### config.mk
export PLATFORM = sky130hd
export DESIGN_NAME = us_burst_scheduler
export DESIGN_NICKNAME = d
export VERILOG_FILES = /design/src/rtl/us_pkg.sv /design/src/rtl/ts_fifo.sv /design/src/rtl/us_burst_scheduler.sv
export SDC_FILE = /design/constraint.sdc
export NUM_CORES = 1
export LEC_CHECK = 0
export ABC_AREA = 1
export CORE_ASPECT_RATIO = 2
export CORE_UTILIZATION = 35
export CTS_BUF_LIST = sky130_fd_sc_hd__clkbuf_4 sky130_fd_sc_hd__clkbuf_8
export DETAILED_ROUTE_END_ITERATION = 10
export GPL_ROUTABILITY_DRIVEN = 0
export PLACE_DENSITY = 0.56
export SLEW_MARGIN = 20
export SYNTH_ARGS = -nofsm -noshare
export SYNTH_HDL_FRONTEND = slang
export SYNTH_SLANG_ARGS = --single-unit
### constraint.sdc
create_clock -name clock -period 3.7 [get_ports clock]
set_clock_uncertainty 0.2 [all_clocks]
set_input_delay 1.11 -clock clock [delete_from_list [all_inputs] [get_ports clock]]
set_output_delay 1.11 -clock clock [all_outputs]
set_load 0.005 [all_outputs]
### src/rtl/us_pkg.sv
// Shared constants and types for the ultrasonic burst scheduler.
package us_pkg;

  // Register selects, taken from avalon_slave_address[15:8]
  localparam logic [7:0] REG_START_TIME  = 8'h00;
  localparam logic [7:0] REG_HALF_PERIOD = 8'h01;
  localparam logic [7:0] REG_PULSE_COUNT = 8'h02;
  localparam logic [7:0] REG_CONTROL     = 8'h03;  // write CONTROL, read STATUS
  localparam logic [7:0] REG_BURST_TS    = 8'h04;
  localparam logic [7:0] REG_ECHO_TS     = 8'h05;
  localparam logic [7:0] REG_FIFO_COUNT  = 8'h06;
  localparam logic [7:0] REG_LISTEN_LEN  = 8'h07;

  typedef enum logic [1:0] {
    StIdle,
    StArmed,
    StBurst,
    StListen
  } state_e;

  // STATUS bit positions
  localparam int unsigned STAT_ARMED      = 0;
  localparam int unsigned STAT_BURSTING   = 1;
  localparam int unsigned STAT_LISTENING  = 2;
  localparam int unsigned STAT_DONE       = 3;
  localparam int unsigned STAT_FIFO_EMPTY = 4;
  localparam int unsigned STAT_FIFO_FULL  = 5;
  localparam int unsigned STAT_OVERFLOW   = 6;

  localparam logic [31:0] DEADBEEF = 32'hDEAD_BEEF;

endpackage

### src/rtl/ts_fifo.sv
// Synchronous timestamp FIFO. DEPTH must be a power of two (>= 2) so the
// pointers wrap naturally.
module ts_fifo #(
  parameter int unsigned WIDTH = 32,
  parameter int unsigned DEPTH = 8,
  localparam int unsigned AW = $clog2(DEPTH)
) (
  input  logic             clock,
  input  logic             reset,
  input  logic             push,
  input  logic [WIDTH-1:0] push_data,
  input  logic             pop,
  output logic [WIDTH-1:0] pop_data,
  output logic             full,
  output logic             empty,
  output logic [AW:0]      count
);

  localparam logic [AW-1:0] PtrOne  = AW'(1);
  localparam logic [AW:0]   CntOne  = (AW + 1)'(1);
  localparam logic [AW:0]   CntFull = (AW + 1)'(DEPTH);

  logic [WIDTH-1:0] mem_q [DEPTH];
  logic [AW-1:0]    wr_ptr_q, rd_ptr_q;
  logic [AW:0]      count_q;
  logic             do_push, do_pop;

  assign full     = (count_q == CntFull);
  assign empty    = (count_q == '0);
  assign count    = count_q;
  assign pop_data = mem_q[rd_ptr_q];

  // A pop frees a slot in the same cycle, so push-while-full succeeds when popping
  assign do_pop  = pop && !empty;
  assign do_push = push && (!full || do_pop);

  // Storage, pointers and occupancy
  always_ff @(posedge clock or negedge reset) begin
    if (!reset) begin
      for (int i = 0; i < int'(DEPTH); i++) mem_q[i] <= '0;
      wr_ptr_q <= '0;
      rd_ptr_q <= '0;
      count_q  <= '0;
    end else begin
      if (do_push) begin
        mem_q[wr_ptr_q] <= push_data;
        wr_ptr_q        <= wr_ptr_q + PtrOne;
      end
      if (do_pop) rd_ptr_q <= rd_ptr_q + PtrOne;
      if (do_push && !do_pop)      count_q <= count_q + CntOne;
      else if (do_pop && !do_push) count_q <= count_q - CntOne;
    end
  end

endmodule

### src/rtl/us_burst_scheduler.sv
// Fires an ultrasonic burst at an absolute RTC time, then listens for echoes
// and timestamps their rising edges into a FIFO readable over Avalon-MM.
module us_burst_scheduler
  import us_pkg::*;
#(
  parameter int unsigned FIFO_DEPTH          = 8,
  parameter int unsigned DEFAULT_HALF_PERIOD = 625
) (
  input  logic        clock,
  input  logic        reset,
  input  logic [31:0] rtc_time,
  input  logic        echo_in,
  output logic        us_drive,
  output logic        us_enable,
  output logic        burst_done_irq,
  input  logic [15:0] avalon_slave_address,
  input  logic        avalon_slave_write,
  input  logic [31:0] avalon_slave_writedata,
  input  logic        avalon_slave_read,
  output logic [31:0] avalon_slave_readdata,
  output logic        avalon_slave_waitrequest
);

  localparam int unsigned FifoAw    = $clog2(FIFO_DEPTH);
  localparam logic [15:0] HalfReset = 16'(DEFAULT_HALF_PERIOD);

  // Programmed registers and their armed shadows
  logic [31:0] start_time_q, listen_len_q, start_sh_q, listen_sh_q;
  logic [15:0] half_period_q, pulse_count_q, half_sh_q, pulse_sh_q;
  // Working counters
  logic [15:0] hp_cnt_q;
  logic [16:0] pulse_cnt_q;
  logic [31:0] listen_cnt_q, burst_ts_q;
  logic        drive_q, enable_q, irq_q, done_q, overflow_q;
  state_e      state_q, state_d;
  logic        enter_burst, enter_listen, finish_listen;

  logic [7:0]  reg_sel;
  logic        ctrl_wr, arm_req, abort_req, arm_go;
  logic [15:0] half_eff;
  logic [31:0] listen_eff, time_diff, status, rd_mux, readdata_q;
  logic        waitflag_q, rd_capture, rd_pop;

  logic        sync1_q, sync2_q, sync3_q, edge_q, echo_push;
  logic [31:0] fifo_rdata;
  logic        fifo_full, fifo_empty;
  logic [FifoAw:0] fifo_count;

  assign reg_sel   = avalon_slave_address[15:8];
  assign ctrl_wr   = avalon_slave_write && (reg_sel == REG_CONTROL);
  assign abort_req = ctrl_wr && avalon_slave_writedata[1];
  assign arm_req   = ctrl_wr && avalon_slave_writedata[0] && !avalon_slave_writedata[1];
  assign arm_go    = arm_req && (state_q == StIdle);

  assign half_eff   = (half_sh_q == '0) ? 16'd1 : half_sh_q;
  assign listen_eff = (listen_sh_q == '0) ? 32'd1 : listen_sh_q;
  // Wrap-aware "start time reached": difference is non-negative as a signed value
  assign time_diff  = rtc_time - start_sh_q;

  // Register file writes and shadow capture on arm
  always_ff @(posedge clock or negedge reset) begin
    if (!reset) begin
      start_time_q  <= '0;
      half_period_q <= HalfReset;
      pulse_count_q <= '0;
      listen_len_q  <= '0;
      start_sh_q    <= '0;
      half_sh_q     <= '0;
      pulse_sh_q    <= '0;
      listen_sh_q   <= '0;
    end else begin
      if (avalon_slave_write) begin
        case (reg_sel)
          REG_START_TIME:  start_time_q  <= avalon_slave_writedata;
          REG_HALF_PERIOD: half_period_q <= avalon_slave_writedata[15:0];
          REG_PULSE_COUNT: pulse_count_q <= avalon_slave_writedata[15:0];
          REG_LISTEN_LEN:  listen_len_q  <= avalon_slave_writedata;
          default: ;
        endcase
      end
      if (arm_go) begin
        start_sh_q  <= start_time_q;
        half_sh_q   <= half_period_q;
        pulse_sh_q  <= pulse_count_q;
        listen_sh_q <= listen_len_q;
      end
    end
  end

  // FSM state register
  always_ff @(posedge clock or negedge reset) begin
    if (!reset) state_q <= StIdle;
    else        state_q <= state_d;
  end

  // FSM next state and phase-transition strobes
  always_comb begin
    state_d       = state_q;
    enter_burst   = 1'b0;
    enter_listen  = 1'b0;
    finish_listen = 1'b0;
    unique case (state_q)
      StIdle: if (arm_req) state_d = StArmed;
      StArmed: begin
        if (!time_diff[31]) begin
          state_d     = StBurst;
          enter_burst = 1'b1;
        end
      end
      StBurst: begin
        if (hp_cnt_q == '0 && pulse_cnt_q == '0) begin
          state_d      = StListen;
          enter_listen = 1'b1;
        end
      end
      StListen: begin
        if (listen_cnt_q == '0) begin
          state_d       = StIdle;
          finish_listen = 1'b1;
        end
      end
      default: state_d = StIdle;
    endcase
    if (abort_req) begin
      state_d       = StIdle;
      enter_burst   = 1'b0;
      enter_listen  = 1'b0;
      finish_listen = 1'b0;
    end
  end

  // Burst waveform generation and phase counters
  always_ff @(posedge clock or negedge reset) begin
    if (!reset) begin
      hp_cnt_q     <= '0;
      pulse_cnt_q  <= '0;
      listen_cnt_q <= '0;
      burst_ts_q   <= '0;
      drive_q      <= 1'b0;
      enable_q     <= 1'b0;
    end else begin
      if (enter_burst) begin
        burst_ts_q <= rtc_time;
        enable_q   <= 1'b1;
        if (pulse_sh_q == '0) begin
          // Zero pulses: one silent BURST cycle
          drive_q     <= 1'b0;
          hp_cnt_q    <= '0;
          pulse_cnt_q <= '0;
        end else begin
          drive_q     <= 1'b1;
          hp_cnt_q    <= half_eff - 16'd1;
          pulse_cnt_q <= {pulse_sh_q, 1'b0} - 17'd1;
        end
      end else if (state_q == StBurst) begin
        if (enter_listen) begin
          drive_q      <= 1'b0;
          enable_q     <= 1'b0;
          listen_cnt_q <= listen_eff - 32'd1;
        end else if (hp_cnt_q == '0) begin
          drive_q     <= ~drive_q;
          pulse_cnt_q <= pulse_cnt_q - 17'd1;
          hp_cnt_q    <= half_eff - 16'd1;
        end else begin
          hp_cnt_q <= hp_cnt_q - 16'd1;
        end
      end else if (state_q == StListen) begin
        listen_cnt_q <= listen_cnt_q - 32'd1;
      end
      if (abort_req) begin
        drive_q  <= 1'b0;
        enable_q <= 1'b0;
      end
    end
  end

  // Completion pulse and sticky done/overflow flags
  always_ff @(posedge clock or negedge reset) begin
    if (!reset) begin
      irq_q      <= 1'b0;
      done_q     <= 1'b0;
      overflow_q <= 1'b0;
    end else begin
      irq_q <= finish_listen;
      if (arm_go)             done_q <= 1'b0;
      else if (finish_listen) done_q <= 1'b1;
      if (arm_go)                                          overflow_q <= 1'b0;
      else if (echo_push && fifo_full && !(rd_pop && !fifo_empty)) overflow_q <= 1'b1;
    end
  end

  // Echo pin synchronizer and registered rising-edge detect
  always_ff @(posedge clock or negedge reset) begin
    if (!reset) begin
      sync1_q <= 1'b0;
      sync2_q <= 1'b0;
      sync3_q <= 1'b0;
      edge_q  <= 1'b0;
    end else begin
      sync1_q <= echo_in;
      sync2_q <= sync1_q;
      sync3_q <= sync2_q;
      edge_q  <= sync2_q && !sync3_q;
    end
  end

  assign echo_push = edge_q && (state_q == StBurst || state_q == StListen);

  ts_fifo #(
    .WIDTH (32),
    .DEPTH (FIFO_DEPTH)
  ) u_ts_fifo (
    .clock     (clock),
    .reset     (reset),
    .push      (echo_push),
    .push_data (rtc_time),
    .pop       (rd_pop),
    .pop_data  (fifo_rdata),
    .full      (fifo_full),
    .empty     (fifo_empty),
    .count     (fifo_count)
  );

  // STATUS word assembly
  always_comb begin
    status                  = '0;
    status[STAT_ARMED]      = (state_q == StArmed);
    status[STAT_BURSTING]   = (state_q == StBurst);
    status[STAT_LISTENING]  = (state_q == StListen);
    status[STAT_DONE]       = done_q;
    status[STAT_FIFO_EMPTY] = fifo_empty;
    status[STAT_FIFO_FULL]  = fifo_full;
    status[STAT_OVERFLOW]   = overflow_q;
  end

  // Read data selection
  always_comb begin
    rd_mux = DEADBEEF;
    case (reg_sel)
      REG_START_TIME:  rd_mux = start_time_q;
      REG_HALF_PERIOD: rd_mux = {16'h0000, half_period_q};
      REG_PULSE_COUNT: rd_mux = {16'h0000, pulse_count_q};
      REG_CONTROL:     rd_mux = status;
      REG_BURST_TS:    rd_mux = burst_ts_q;
      REG_ECHO_TS:     rd_mux = fifo_empty ? DEADBEEF : fifo_rdata;
      REG_FIFO_COUNT:  rd_mux = 32'(fifo_count);
      REG_LISTEN_LEN:  rd_mux = listen_len_q;
      default:         rd_mux = DEADBEEF;
    endcase
  end

  // First read cycle captures data; the second (waitrequest low) completes and pops
  assign rd_capture = avalon_slave_read && waitflag_q;
  assign rd_pop     = avalon_slave_read && !waitflag_q && (reg_sel == REG_ECHO_TS);

  // Read-side handshake state and registered read data
  always_ff @(posedge clock or negedge reset) begin
    if (!reset) begin
      waitflag_q <= 1'b1;
      readdata_q <= '0;
    end else begin
      waitflag_q <= !rd_capture;
      if (rd_capture) readdata_q <= rd_mux;
    end
  end

  assign avalon_slave_waitrequest = !reset || (avalon_slave_read && waitflag_q);
  assign avalon_slave_readdata    = readdata_q;
  assign us_drive                 = drive_q;
  assign us_enable                = enable_q;
  assign burst_done_irq           = irq_q;

endmodule

Fig. 1: run 1, metal 1
Scale: 1.5 px per um. Supply wires on this layer in grey. Cells faint in the background.
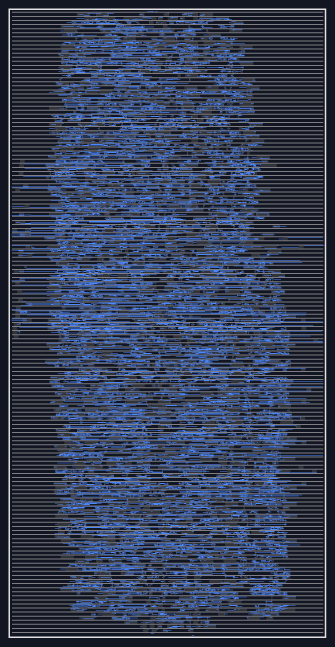
The longest straight run is 85.1 um. The layer holds 39% of the routed length. 3787 nets have wire on it.

Fig. 2: run 1, met2 routing
Scale: 1.5 px per um.
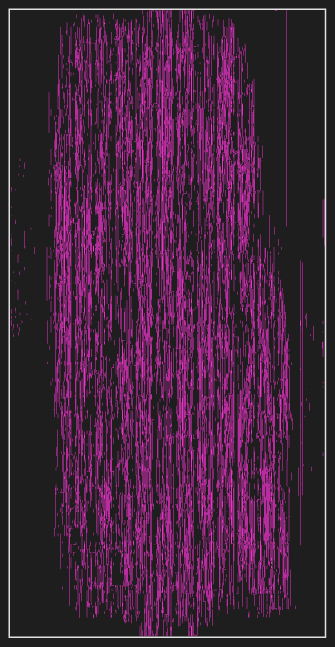
The layer holds 52% of the routed length. 3072 nets have wire on it. The longest straight run is 190 um.

Fig. 3: run 1, the metal 3 layer
Scale: 2 px per um. Cells faint in the background.
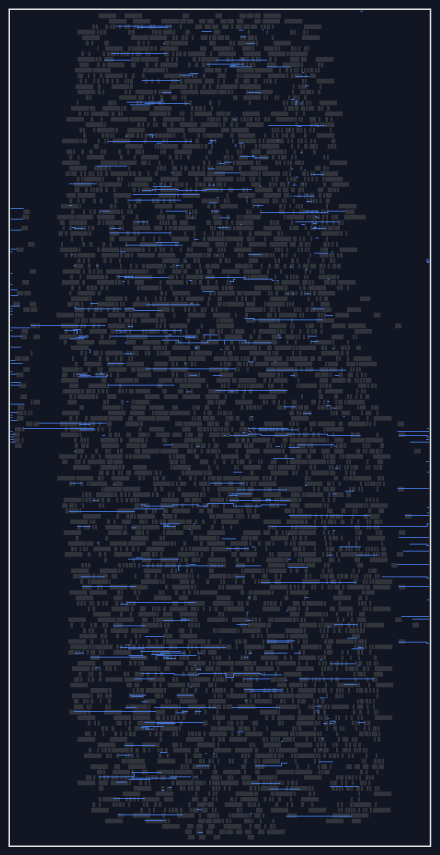
The layer carries 3660 um of wire. The layer holds 3.8% of the routed length. The longest straight run is 78.7 um. 232 nets have wire on it.

==> Changelog: implementation, run 1 <==
### Changed

- Syn Nets: 3914
- Main synth FF type: dfrtp_1
- Cts hold-fix bufs: 0
- Clk slew on worst S/H paths: 0.06 ns
- Max incr delay on CP: 0.53 ns
- Grt met1 use: 25.68%
- Core area: 0.08577 mm^2
- Iter 0 DRT Violations: 1609
- Final Hold Viols: 0
- Setup Viol. Count Final: 0
- Largest net degree at the start of global routing: 173
- Root buf cell: clkbuf_8
- Pleak: 16.59 nW
- EDFF count, synth: 0
- GRT Total Usage: 22.63%
- M3 GR Usage: 2.815%
- Most frequent cells in the layout: nand2_1, dfrtp_1, o21ai_0
- Largest type area fraction: 49.06%
- Post-route setup TNS: 0 ns
- Crit. End Element: primary output
- # Cells Yosys: 3782
- Worst IR Drop VDD: 0.2361 mV
- Status: complete, no violations
- H-Tree Depth: 3
- Final antenna-violating net count: 0
- Via Count: 25739
- Die H: 417.7 um
- CTS tree: done
- Vias in the first global route: 25666
- Avg WL per Cell: 18.91 um
- DR WL met2: 50370 um
- Layout cells sized above 1: 10.29%
- Fmax: 0.2858 GHz
- Top Ports: 121
- GRT met2 Usage: 40.85%
- Worst EP arrival: 2.19 ns
- Power per cell area: 603.1 mW/mm^2
- Max Cap Violations: 0
- Hold Slack: 0.1939 ns
- Vias per cell: 4.996
- Final HPWL DP: 68630 um
- Worst-Margin Slew: 1.124 ns
- Ys flops: 599
- Setup WS pre-CTS: -0.4531 ns
- Slew HR: 25.08%
- RR Startpoint: state_q[0]
- Final Cycle Share: 94.57%
- CP max stage cell: clkdlybuf4s50_1
- Fin. max-slew vios: 0
- Global-route wire length before repair: 151400 um
- Worst min-delay path startpoint: sync2_q
- CP Launch Type: primary input
- Met3 wire length: 3656 um
- Clock buffer depth: 3
- Port Buf Inserts: 112
- Crit path cell chain: dlygate4sd2_1 > nand2_1 > nand2_1 > clkdlybuf4s50_1
- Post-synthesis async set-or-reset flop share: 100.0%
- Latency at later pin: 0.73 ns
- CTS Buf Count: 87
- CTS sink cnt: 599
- Placement row count: 152
- Worst Slack Setup Final: 0.2009 ns
- Top cells, area: dfrtp_1, nand2_1, o21ai_0, inv_1, nor2_1
- Pre-Repair DR Iteration Count: 5
- Core Density at Floorplan: 35.26%
- Average cell area after synthesis: 7.997 um^2
- Yosys synthesis chip area: 0.03025 mm^2
- RSZ-0062 raised after global routing: no
- Fin util: 41.07%
- Cell count after synthesis: 3782
- Worst Hold Class: reg2reg
- Ys Warns: 0
- Area Growth Syn to Fin: 16.46%
- Cell type with the largest total area: dfrtp_1
## run 1: report_power, final
| part | switching, mW | internal, mW | total, mW |
|---|---|---|---|
| Clock | 2.72 | 3.18 | 5.90 |
| Combinational | 3.91 | 2.38 | 6.29 |
| Sequential | 0.986 | 8.07 | 9.05 |
| Total | 7.62 | 13.6 | 21.2 |
## run 1: worst max-delay path, delay by kind of cell
kind	cells	cell delay, ns
buffers and inverters	2	0.82
and+or+nand+nor	2	0.25
## run 1: metrics by stage
| step | total power, mW | cells | cell area, um^2 |
|---|---|---|---|
| after floorplan | 13.50 | 3782 | 30250 |
| after global placement | 15.33 | 4990 | 33310 |
| after detailed placement | 15.45 | 4990 | 33310 |
| after CTS | 21.42 | 5151 | 35220 |
| after global routing | 22.75 | 5152 | 35230 |
| final | 21.24 | 5152 | 35230 |
## run 1: final timing paths
path,depth (start not counted),to
max,4,avalon_slave_waitrequest
min,0,sync3_q
max reg2reg,16,listen_cnt_q[30]
min reg2reg,0,sync3_q
max in group asynchronous,3,listen_sh_q[26]
min in group asynchronous,2,listen_cnt_q[2]
## run 1: cell families (layout without fill, tap and decap cells)
family                   after synthesis  in the layout  synth area share (%)
buffers and inverters                563            777                 8.121
AND-OR/OR-AND                        839            839                 15.39
other                                  0              1                     0
adder cells (fa/ha/maj)               47             47                 1.969
flip-flops                           599            599                 49.58
multiplexers                           3              3                0.1034
XOR/XNOR                              85             85                 2.461
AND/OR/NAND/NOR                     1646           1646                 22.37
## run 1: layout make-up
class	instances	area, um^2
antenna	1	2.502
sequential	599	15000
multi-input combinational	2620	12840
inverter	355	1333
tap	1155	1445
clock buffer	140	1727
clock inverter	21	187.7
fill	8832	50550
timing repair buffer	261	2694
## run 1: sequential cells by signal, indices dropped and copies added, names as in the netlist, 2 cells and up
| name | cells |
|---|---|
| burst_ts_q | 32 |
| pulse_count_q | 16 |
| u_ts_fifo.rd_ptr_q | 3 |
| state_q | 2 |
| half_period_q | 16 |
| hp_cnt_q | 16 |
| start_time_q | 32 |
| listen_sh_q | 32 |
| u_ts_fifo.wr_ptr_q | 3 |
| listen_cnt_q | 32 |
| pulse_sh_q | 16 |
| half_sh_q | 16 |
| avalon_slave_readdata | 32 |
| u_ts_fifo.count | 4 |
| pulse_cnt_q | 17 |
| u_ts_fifo.mem_q | 256 |
| start_sh_q | 32 |
| listen_len_q | 32 |
## run 1: what timing repair did
action / CTS / global route
resized: 1 / 0
setup endpoints to repair: 1 / 0
setup buffers: 0 / 0
## run 1: synthesized netlist by cell type (4+ instances only)
cell type / n
clkbuf_1: 124
a221oi_1: 10
buf_2: 34
a41oi_1: 5
o21ai_1: 130
nor2_2: 6
nand4_2: 4
dfstp_2: 6
a221o_1: 6
a22oi_1: 4
nor3_1: 12
o21ai_2: 54
a21oi_1: 110
nand4_4: 5
o22ai_1: 39
inv_2: 5
o2111ai_1: 8
xnor2_1: 15
o21ai_0: 442
buf_6: 32
buf_1: 7
inv_1: 349
nand4_1: 61
xor2_1: 70
dfrtp_1: 593
nand2_1: 1148
buf_4: 7
ha_1: 46
nor4_1: 12
nand3_1: 149
a31oi_1: 16
nor2_1: 237
Fig. 4: run 1, track usage over the die
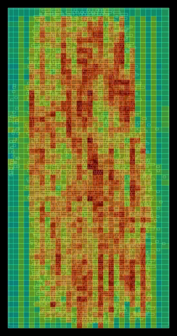

==> run 2: changes to the inputs <==
SKIP_LAST_GASP = 1   (was unset)
clock period = 3.6 ns   (was 3.7 ns; I/O delays follow)
Fig. 5: run 2, track usage over the die
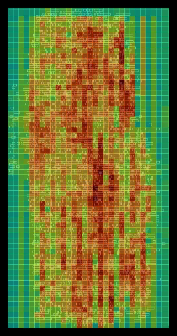
M3 GR Usage: 2.695%
GRT met2 Usage: 41.24%

Fig. 6: run 2, M4 wires
Scale: 1 px per um. Supply wires on this layer in grey. Cells faint in the background.
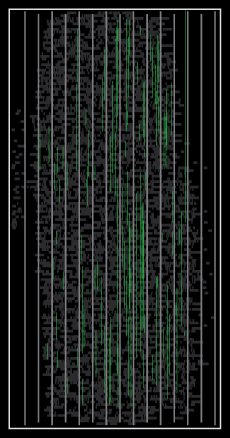
71 nets have wire on it. The longest straight run is 212 um.

==> run 2 against run 1 <==
Clock power increased by 5.1%. Area after synthesis unchanged. Critical path type unchanged. Flip-flop count unchanged. Routed wire length decreased by 0.15%. Largest cell class unchanged.
==> Changelog: implementation, run 2 <==
### Changed

- WHS Endpoint: sync2_q
- Top cells, area: dfrtp_1, nand2_1, o21ai_0, inv_1, nor2_1
- Post-synthesis async set-or-reset flop share: 100.0% (unchanged)
- Global-route wire length before repair: 151200 um (-0.15%)
- Final antenna-violating net count: 0 (unchanged)
- Worst min-delay path startpoint: sync1_q
- Fin. max-slew vios: 0 (unchanged)
- Status: complete, no violations
- Avg WL per Cell: 18.84 um (-0.40%)
- Worst EP arrival: 2.17 ns (-0.02 ns)
- Power per cell area: 619.6 mW/mm^2 (+2.7%)
- Cts hold-fix bufs: 0 (unchanged)
- RR Startpoint: state_q[0]
- CP Launch Type: primary input
- Worst Slack Setup Final: 0.1496 ns (-0.05128 ns)
- Vias in the first global route: 25621 (-0.18%)
- Via Count: 25763 (+0.093%)
- Syn Nets: 3914 (unchanged)
- Layout cells sized above 1: 10.58% (+0.29 points)
- Buffers & Inverters on Critical Path: 2 (unchanged)
- EDFF count, synth: 0 (unchanged)
- Cell count after synthesis: 3782 (unchanged)
- Area Growth Syn to Fin: 16.99%
- Placed Area: 0.03340 mm^2 (+0.29%)
- Clock buffer depth: 3 (unchanged)
- Final Cycle Share: 95.84%
- Main synth FF type: dfrtp_1
- Placement row count: 152 (unchanged)
- Setup WS pre-CTS: -0.4458 ns (+0.007310 ns)
- Max Cap Violations: 0 (unchanged)
- Crit. End Element: primary output
- Worst Hold Class: reg2reg
- GRT Total Usage: 22.59% (-0.043 points)
- Iter 0 DRT Violations: 1645 (+2.2%)
- Largest Register: u_ts_fifo.mem_q
- H-Tree Depth: 3 (unchanged)
- Ys flops: 599 (unchanged)
- Die H: 417.7 um (unchanged)
- Latency at later pin: 0.74 ns (about the same)
- Top Ports: 121 (unchanged)
- Average cell area after synthesis: 7.997 um^2 (unchanged)
- Fillers: 8735 (-1.1%)
- Pleak: 16.66 nW (+0.44%)
- Core Density at Floorplan: 35.26% (unchanged)
- Largest type area fraction: 49.06% (unchanged)
- Postcts setup bufs: 0 (unchanged)
- Worst R2R Path Depth: 13 (-3)
- Worst IR Drop VDD: 0.2568 mV (+8.8%)
- Hold Slack: 0.1433 ns (-0.05053 ns)
- R2R Path End: listen_cnt_q[21]
- Port Buf Inserts: 112 (unchanged)
- Total power: 21.93 mW (+3.2%)
- Most frequent cell after synthesis: nand2_1
- Delay-heaviest family, CP: buffers and inverters
- Grt met1 use: 25.48% (-0.20 points)
- Setup Viol. Count Final: 0 (unchanged)
- Final Hold Viols: 0 (unchanged)
- Clk slew on worst S/H paths: 0.07 ns (about the same)
- Max FFs per register: 256 (unchanged)
[run 2: cell types whose count changed in the layout (fill, tap and decap cells not counted), sizes merged]
cell      before  now
bufinv         3    4
clkbuf       140  126
inv          356  359
buf          150  161
clkinv        17   24
clkinvlp       0    5
[run 2: how the worst max path moves through the flow]
stage / cells past startpoint / slack [ns] / end
4_1_cts: 4 / 0.16 / avalon_slave_waitrequest
2_1_floorplan: 15 / 0.17 / u_ts_fifo.count[3]
3_5_place_dp: 17 / -0.45 / hp_cnt_q[9]
5_1_grt: 17 / 0.08 / pulse_cnt_q[5]
6_report: 4 / 0.15 / avalon_slave_waitrequest
3_3_place_gp: 17 / -0.37 / hp_cnt_q[3]
[run 2: metal layers]
layer  share of wire (%)  up-vias
met5               0.016        -
met4                 5.3        2
met3                 3.6      223
met2                  53      588
met1                  39    12341
li1                    -    12609
[run 2: final cells by class]
class / instances / area [um^2] / area share, %
antenna: 1 / 2.502 / 0.007072
clock buffer: 126 / 1640 / 4.636
clock inverter: 37 / 337.8 / 0.9547
sequential: 599 / 15000 / 42.39
tap: 1155 / 1445 / 4.084
inverter: 355 / 1333 / 3.766
multi-input combinational: 2620 / 12840 / 36.28
timing repair buffer: 272 / 2789 / 7.882
[run 2: kinds of logic (layout without fill, tap and decap cells)]
kind of cell / Yosys count / count (layout) / synth area share (%)
DFF: 599 / 599 / 49.58
muxes: 3 / 3 / 0.1034
xor gates and xnor gates: 85 / 85 / 2.461
AOI/OAI and AO/OA: 839 / 839 / 15.39
buffers and inverters: 563 / 790 / 8.121
and+or+nand+nor: 1646 / 1646 / 22.37
other: 0 / 1 / 0
adders and majority gates: 47 / 47 / 1.969
[run 2: metrics by stage]
stage	setup TNS (ns)	std cells
finish	0	5165
global route	0	5165
CTS	0	5164
detailed placement	-41.16	5001
global placement	-32.21	5001
floorplan	0	3782
[run 2: where the power goes]
part	internal, mW	switching (mW)	total (mW)	leakage (nW)
registers	8.29	1.02	9.31	7.83
clock network	3.28	2.93	6.20	1.05
logic	2.41	4.01	6.41	7.78
[run 2: what timing repair did]
item | CTS | global route
hold endpoints to repair | 0 | 0
endpoints found under the setup margin | 1 | 0
gates resized | 1 | 0
Fig. 7: run 2, metal 1
Scale: 1.5 px per um. Supply wires on this layer in grey. Cells faint in the background.
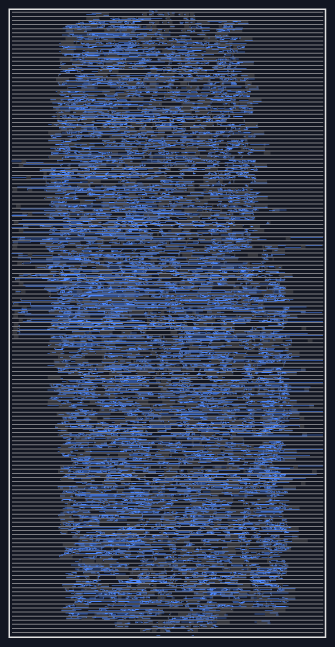

==> run 3: changes to the inputs <==
SYNTH_HIERARCHICAL = 1   (was unset)
clock period = 3.2 ns   (was 3.6 ns; I/O delays follow)
Fig. 8: run 3, metal 1
Scale: 1.5 px per um. Supply wires on this layer in grey. Cells faint in the background.
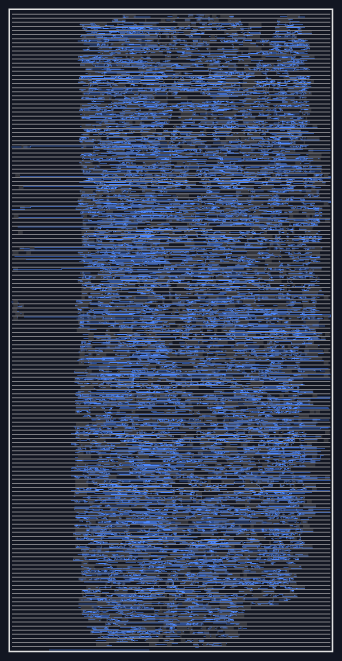
The wires run mostly horizontal. The layer holds 39% of the routed length. The longest straight run is 111 um. The layer carries 42.0 mm of wire.

==> run 3 against run 2 <==
Worst hold slack gained 0.0048 ns. Die area grew 4.5%. Global-route usage grew 1.2 points. Sequential power grew about 10%. Synthesized cell count grew 12%. Flip-flop count is the same. Non-clock buffer count grew 73. Total power grew 17%. Setup slack lost 0.080 ns. Largest cell class unchanged. Largest power group unchanged.
==> Changelog: implementation, run 3 <==
### Changed

- Status: complete, no violations
- Top Ports: 121 (unchanged)
- Port Buf Inserts: 112 (unchanged)
- Combinational Power Share: 33.7% (+4.4 points)
- Clk slew on worst S/H paths: 0.07 ns (about the same)
- Area Growth Syn to Fin: 18.54%
- Max FFs per register: 256 (unchanged)
- Die H: 427.1 um (+2.2%)
- Largest type area fraction: 46.92% (-2.1 points)
- Final Hold Viols: 0 (unchanged)
- Most frequent cell after synthesis: nand2_1
- Power per cell area: 685.7 mW/mm^2 (+11%)
- Clock buffer depth: 3 (unchanged)
- Switching Power: 9.902 mW (+25%)
- Buffers & Inverters on Critical Path: 1 (-1)
- Setup Viol. Count Final: 0 (unchanged)
- Final Cycle Share: 97.83%
- H-Tree Depth: 3 (unchanged)
- Layout cells sized above 1: 10.55% (-0.023 points)
- Crit. End Element: primary output
- Worst EP arrival: 1.97 ns (-0.20 ns)
- Core Density at Floorplan: 35.37% (+0.11 points)
- Placed Area: 0.03555 mm^2 (+6.4%)
- Post-synthesis async set-or-reset flop share: 100.0% (unchanged)
- Worst IR Drop VDD: 0.3711 mV (+44%)
- Final antenna-violating net count: 0 (unchanged)
- Delay-heaviest family, CP: flip-flops
- Vias in the first global route: 28581 (+12%)
- Max Cap Violations: 0 (unchanged)
- Global-route wire length before repair: 167700 um (+11%)
- Total power: 25.71 mW (+17%)
- Placed insts: 5459 (+9.2%)
- GRT Total Usage: 23.78% (+1.2 points)
- Sequential Power Share: 40.1% (-2.4 points)
- CP Launch Type: register
- Pleak: 18.57 nW (+11%)
- Postcts setup bufs: 0 (unchanged)
- Ys flops: 599 (unchanged)
- Iter 0 DRT Violations: 2357 (+43%)
- Post-route setup TNS: 0 ns (unchanged)
- Avg WL per Cell: 19.28 um (+2.3%)
- Latency at later pin: 0.76 ns (+0.02 ns)
- Final cell count without fillers: 5622 (+8.8%)
- Worst Hold Class: reg2reg
Fig. 9: run 3, M4 wires
Scale: 1 px per um. Supply wires on this layer in grey. Cells faint in the background.
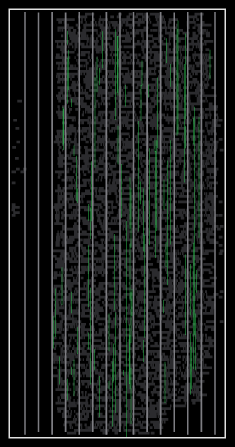
The wires run mostly vertical. The longest straight run is 228 um. The layer holds 4.4% of the routed length. The layer carries 4750 um of wire. 64 nets have wire on it.

[run 3: cell families (layout without fill, tap and decap cells)]
kind of cell | after synthesis | count (layout) | synth area share [%]
compound gates | 546 | 546 | 9.250
xor+xnor | 77 | 77 | 2.132
fa+ha+maj | 47 | 47 | 1.883
buf+inv | 583 | 801 | 7.616
flops | 599 | 599 | 47.42
mux | 2 | 2 | 0.06330
other cells | 0 | 1 | 0
simple gates | 2372 | 2372 | 31.64
[run 3: area by class of cell]
class                      count  area (um^2)
timing repair buffer         345         3545
tap                         1177         1473
fill                        9139        51910
inverter                     295         1122
antenna                        1        2.502
clock buffer                 149         1794
clock inverter                12        95.09
sequential                   599        15000
multi-input combinational   3044        14460
[run 3: final timing paths]
path | slack [ns] | start | to | depth (start not counted)
max | 0.07 | waitflag_q | avalon_slave_waitrequest | 3
min in group asynchronous | 0.56 | reset | u_ts_fifo/mem_q[178] | 3
max in group asynchronous | 0.83 | reset | half_sh_q[6] | 4
min | 0.15 | sync1_q | sync2_q | 0
max reg2reg | 0.26 | state_q[0] | listen_cnt_q[30] | 12
min reg2reg | 0.15 | sync1_q | sync2_q | 0
[run 3: power groups by stage]
stage | logic, mW | clock network, mW | registers, mW
2_1_floorplan | 5.70 | 0 | 10.1
3_3_place_gp | 8.51 | 0 | 10.4
3_5_place_dp | 8.59 | 0 | 10.4
4_1_cts | 8.62 | 6.91 | 10.3
5_1_grt | 9.70 | 7.19 | 10.5
6_report | 8.65 | 6.76 | 10.3
[run 3: worst reg2reg max path, stage by stage (launching register included)]
cell and delay [ns]:
dfrtp_1 0.42, inv_1 0.11, ha_2 0.22, buf_12 0.18, or2_2 0.35, nand2_1 0.09
ha_1 0.17, inv_1 0.06, nor2_1 0.14, nand3_1 0.23, nor3_1 0.29, xor2_1 0.22
o21ai_0 0.12
[run 3: per-layer routing]
layer	track usage [%]	part of all wire (%)
met5	0	0
met4	10.98	4.4
met3	2.964	4.3
met2	44.12	53
met1	26.96	39
[run 3: metrics by stage]
| stage | setup WS (ns) | hold WS [ns] |
|---|---|---|
| after floorplan | -0.01554 | 0.1312 |
| after global placement | -0.7328 | 0.1346 |
| after detailed placement | -0.7536 | 0.1363 |
| after CTS | 0.02524 | 0.1561 |
| after global routing | -0.005884 | 0.1664 |
| final | 0.06936 | 0.1481 |
[run 3: repair_timing]
item                       CTS  global route
setup endpoints to repair    1            87
hold endpoints to repair    52             0
hold buffers                 1             0
resized                      3            11
No activity file was given, so power comes from the tool's default toggle rates.
